## src/rtl/fwd_scoreboard.sv

```systemverilog
// Hazard detection and operand forwarding for an in-order pipeline.
// A shadow pipeline mirrors in-flight producers; per source it picks register file, bypass or stall.
module fwd_scoreboard #(
  parameter int unsigned NUM_RS = 2,
  parameter int unsigned STAGES = 3,
  parameter int unsigned SW     = $clog2(STAGES)
) (
  input  logic                 clk,
  input  logic                 rst_n,
  input  logic                 id_valid,
  input  logic [NUM_RS*5-1:0]  id_rs_addr,
  input  logic [NUM_RS-1:0]    id_rs_used,
  input  logic [4:0]           id_rd_addr,
  input  logic                 id_reg_write,
  input  logic [SW-1:0]        id_ready_stage,
  input  logic                 flush,
  input  logic                 freeze,
  output logic                 stall_ID,
  output logic [NUM_RS*SW-1:0] fw_sel_EX,
  output logic [31:0]          stall_count
);

  logic [STAGES-1:0] valid_q;
  logic [STAGES-1:0] we_q;
  logic [4:0]        rd_q    [STAGES];
  logic [SW-1:0]     ready_q [STAGES];

  logic [NUM_RS*SW-1:0] sel_calc;
  logic                 hazard;
  logic                 found;
  logic [4:0]           rs;
  logic                 accept;
  logic [SW-1:0]        ready_norm;

  // Scan entries youngest-first; only the first match for each source decides its outcome.
  always_comb begin
    sel_calc = '0;
    hazard   = 1'b0;
    found    = 1'b0;
    rs       = '0;
    for (int unsigned i = 0; i < NUM_RS; i++) begin
      rs    = id_rs_addr[5*i +: 5];
      found = 1'b0;
      for (int unsigned k = 0; k < STAGES; k++) begin
        if (!found && valid_q[k] && we_q[k] && (rd_q[k] == rs) && (rs != 5'd0) &&
            id_rs_used[i] && id_valid) begin
          found = 1'b1;
          if (k == STAGES - 1) begin
            // Register file is write-through, so the WB result is visible via the normal read.
            sel_calc[SW*i +: SW] = '0;
          end else if (32'(ready_q[k]) <= k + 1) begin
            sel_calc[SW*i +: SW] = SW'(k + 1);
          end else begin
            hazard = 1'b1;
          end
        end
      end
    end
  end

  assign stall_ID   = id_valid & ~flush & hazard;
  assign accept     = id_valid & ~flush & ~stall_ID;
  assign ready_norm = (id_ready_stage == '0) ? SW'(1) : id_ready_stage;

  always_ff @(posedge clk or negedge rst_n) begin
    if (!rst_n) begin
      valid_q     <= '0;
      we_q        <= '0;
      for (int unsigned k = 0; k < STAGES; k++) begin
        rd_q[k]    <= '0;
        ready_q[k] <= '0;
      end
      fw_sel_EX   <= '0;
      stall_count <= '0;
    end else if (!freeze) begin
      for (int unsigned k = 1; k < STAGES; k++) begin
        valid_q[k] <= valid_q[k-1];
        we_q[k]    <= we_q[k-1];
        rd_q[k]    <= rd_q[k-1];
        ready_q[k] <= ready_q[k-1];
      end
      valid_q[0] <= accept;
      we_q[0]    <= id_reg_write;
      rd_q[0]    <= id_rd_addr;
      ready_q[0] <= ready_norm;
      fw_sel_EX  <= accept ? sel_calc : '0;
      if (stall_ID && (stall_count != 32'hFFFF_FFFF)) begin
        stall_count <= stall_count + 32'd1;
      end
    end
  end

endmodule

```

## config.mk

```make
export PLATFORM = sky130hd
export DESIGN_NAME = fwd_scoreboard
export DESIGN_NICKNAME = d
export VERILOG_FILES = /design/src/rtl/fwd_scoreboard.sv
export SDC_FILE = /design/constraint.sdc
export NUM_CORES = 1
export LEC_CHECK = 0
export ABC_AREA = 1
export CAP_MARGIN = 10
export CORE_MARGIN = 2
export CORE_UTILIZATION = 60
export DETAILED_ROUTE_END_ITERATION = 8
export DONT_BUFFER_PORTS = 1
export GPL_ROUTABILITY_DRIVEN = 1
export HOLD_SLACK_MARGIN = 0.12
export PLACE_DENSITY_LB_ADDON = 0.1
export SYNTH_ARGS = -nofsm -noshare
export SYNTH_HDL_FRONTEND = slang
export SYNTH_SLANG_ARGS = --single-unit
```

## constraint.sdc

```tcl
create_clock -name clk -period 3.4 [get_ports clk]
set_input_delay 0.68 -clock clk [delete_from_list [all_inputs] [get_ports clk]]
set_output_delay 0.68 -clock clk [all_outputs]
set_load 0.01 [all_outputs]
```

==> flow_summary.ini <==
; yosys + openroad results
[status]
status = finished, final reports clean

[global_route]
total_routing_usage_gr = 0.2567
gr-usage-met2 = 0.4330
met3_usage = 0.05465
grt_antenna_before_repair = 0
top_usage_layer = met2

[cts]
cts_max_path_buffers = 2
cts.hold.buffers_added = 1
root_buffer = sky130_fd_sc_hd__clkbuf_8
tritoncts = yes
htreeDepth = 2

[critical_path]
timing.critical_path.fanout_max = 4
crit_path_start = rd_q[5]
reg2reg_setup_slack_ns = 1.12
timing.critical_path.to_type = primary output

[yosys]
synth_area_per_cell_um2 = 6.819
synthesis.instances = 476
synth.top_cells.by_area = sky130_fd_sc_hd__dfrtp_1 42%, sky130_fd_sc_hd__nand2_1 20%, sky130_fd_sc_hd__inv_1 6.8%
postSynth.topFlopCell = sky130_fd_sc_hd__dfrtp_1
yosys.stat.seqShare = 0.4163
synthesis.nets = 502
synth-area-yosys_mm2 = 0.003246

[flow_run]
warning_count = 26
maxCapViolations = 0

[routing]
drt-vias-per-instance = 5.342
antenna_left = 0
route.top_layer_used = met4
drt_drc_violations_left = 0
met2_wirelength_um = 3451

[final_layout]
inverters_excl_clock = 63
num_antenna_cells = 0
layout_top_cell = sky130_fd_sc_hd__nand2_1
area_growth_pct = 5.281

[floorplanning]
taps = 70

[final_timing]
maxClockFrequency_ghz = 0.3936
rsz0062_at_grt = false

[placement]
final_hpwl_dp_um = 5278
-- report_power, final --
| part | internal, mW | switching (mW) |
|---|---|---|
| clock | 0.219 | 0.212 |
| combinational | 0.0391 | 0.0743 |
| sequential | 0.663 | 0.0199 |
-- cell families (layout without fill, tap and decap cells) --
logic type	Yosys count	in the layout	share of synthesized area
xor+xnor	7	7	0.01889
buf+inv	75	73	0.09290
fa+ha+maj	1	1	0.003854
simple gates	298	298	0.4005
compound gates	41	41	0.06746
flops	54	54	0.4163
-- registers in the layout, indices dropped and copies added (netlist names) --
signal	cells
fw_sel_EX	4
valid_q	2
we_q	2
ready_q	4
stall_count	32
rd_q	10
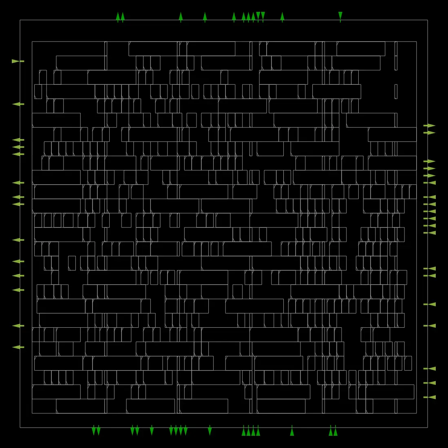
Fig. 1. Placement view.
number of cells in the finished layout apart from fillers: 544
number of core rows: 26
flip-flop and latch share of the layout cell area: 0.3955
fill cell total of the finished layout: 453
sequential cells: 54

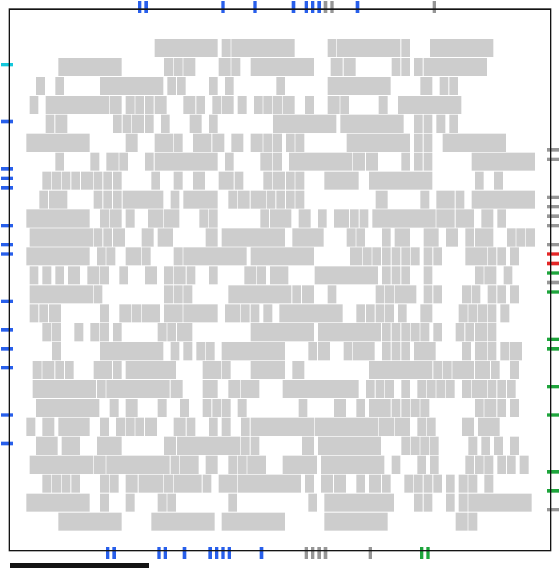
Fig. 2. Ports around the boundary.
Scale bar: 20 um. Pins as bars across the die edge, other pins in gray.
clk: shown in cyan, pins 1, direction input, edge left. id_rs_used: shown in red, pins 2, direction input, edge right. id_rs_addr: shown in green, pins 10, direction input, edge 8 right, 2 bottom. stall_count: shown in blue, pins 32, direction output, edge 13 left, 10 bottom, 9 top.
All pins by edge: 19 right, 17 bottom, 14 left, 12 top.
vertical extent of the die: 77.55 um
DIE WIDTH: 77.55 um
IO Port Bufs: 0

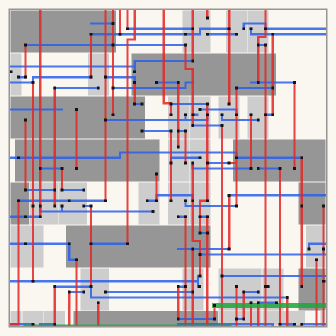
Fig. 3. A small window of the routed layout.
Region (48, 48) to (68, 68) um. Cells in gray, sequential cells in the stronger gray; small squares are vias.
M3: shown in green. M2: shown in red. M1: shown in blue.
Most frequent: nand2_1 (14), dfrtp_1 (6), o21ai_0 (4). 27 logic cells have their middle in the window. Netlist names of flops here include valid_q (2), we_q (2). Sequential cells in the window: 6.

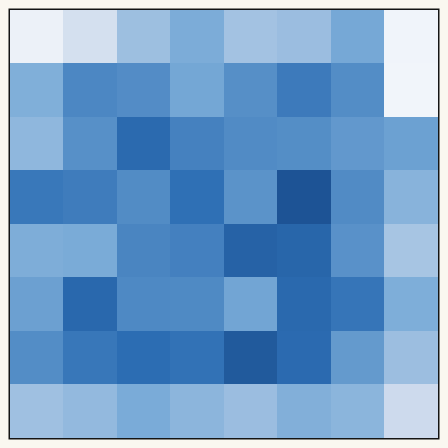
Fig. 4. Cell area per tile.
The die is cut into 8 by 8 equal tiles; white is low, dark blue is high, 0 to 100% covered.
The densest ninth of the die: center. 14% of the tiles are over 75% full. The fullest tile reaches 86%. The mean over all tiles is 55%.
Post-Route Utilization: 0.6606
Starting Density: 0.6275
area of the core: 0.005172 mm2

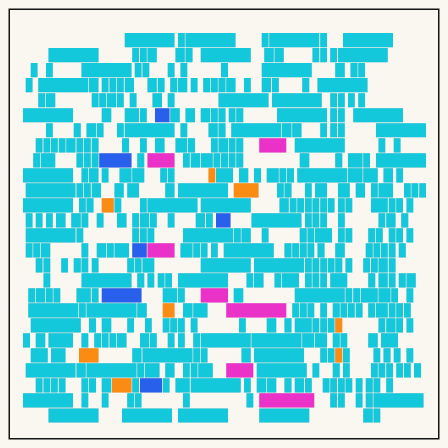
Fig. 5. Cells by drive strength.
x1 and smaller: shown in cyan, cells 453, share 96%. x2: shown in orange, cells 8, share 1.7%. x6 and larger: shown in magenta, cells 7, share 1.5%. x3 and x4: shown in blue, cells 6, share 1.3%.

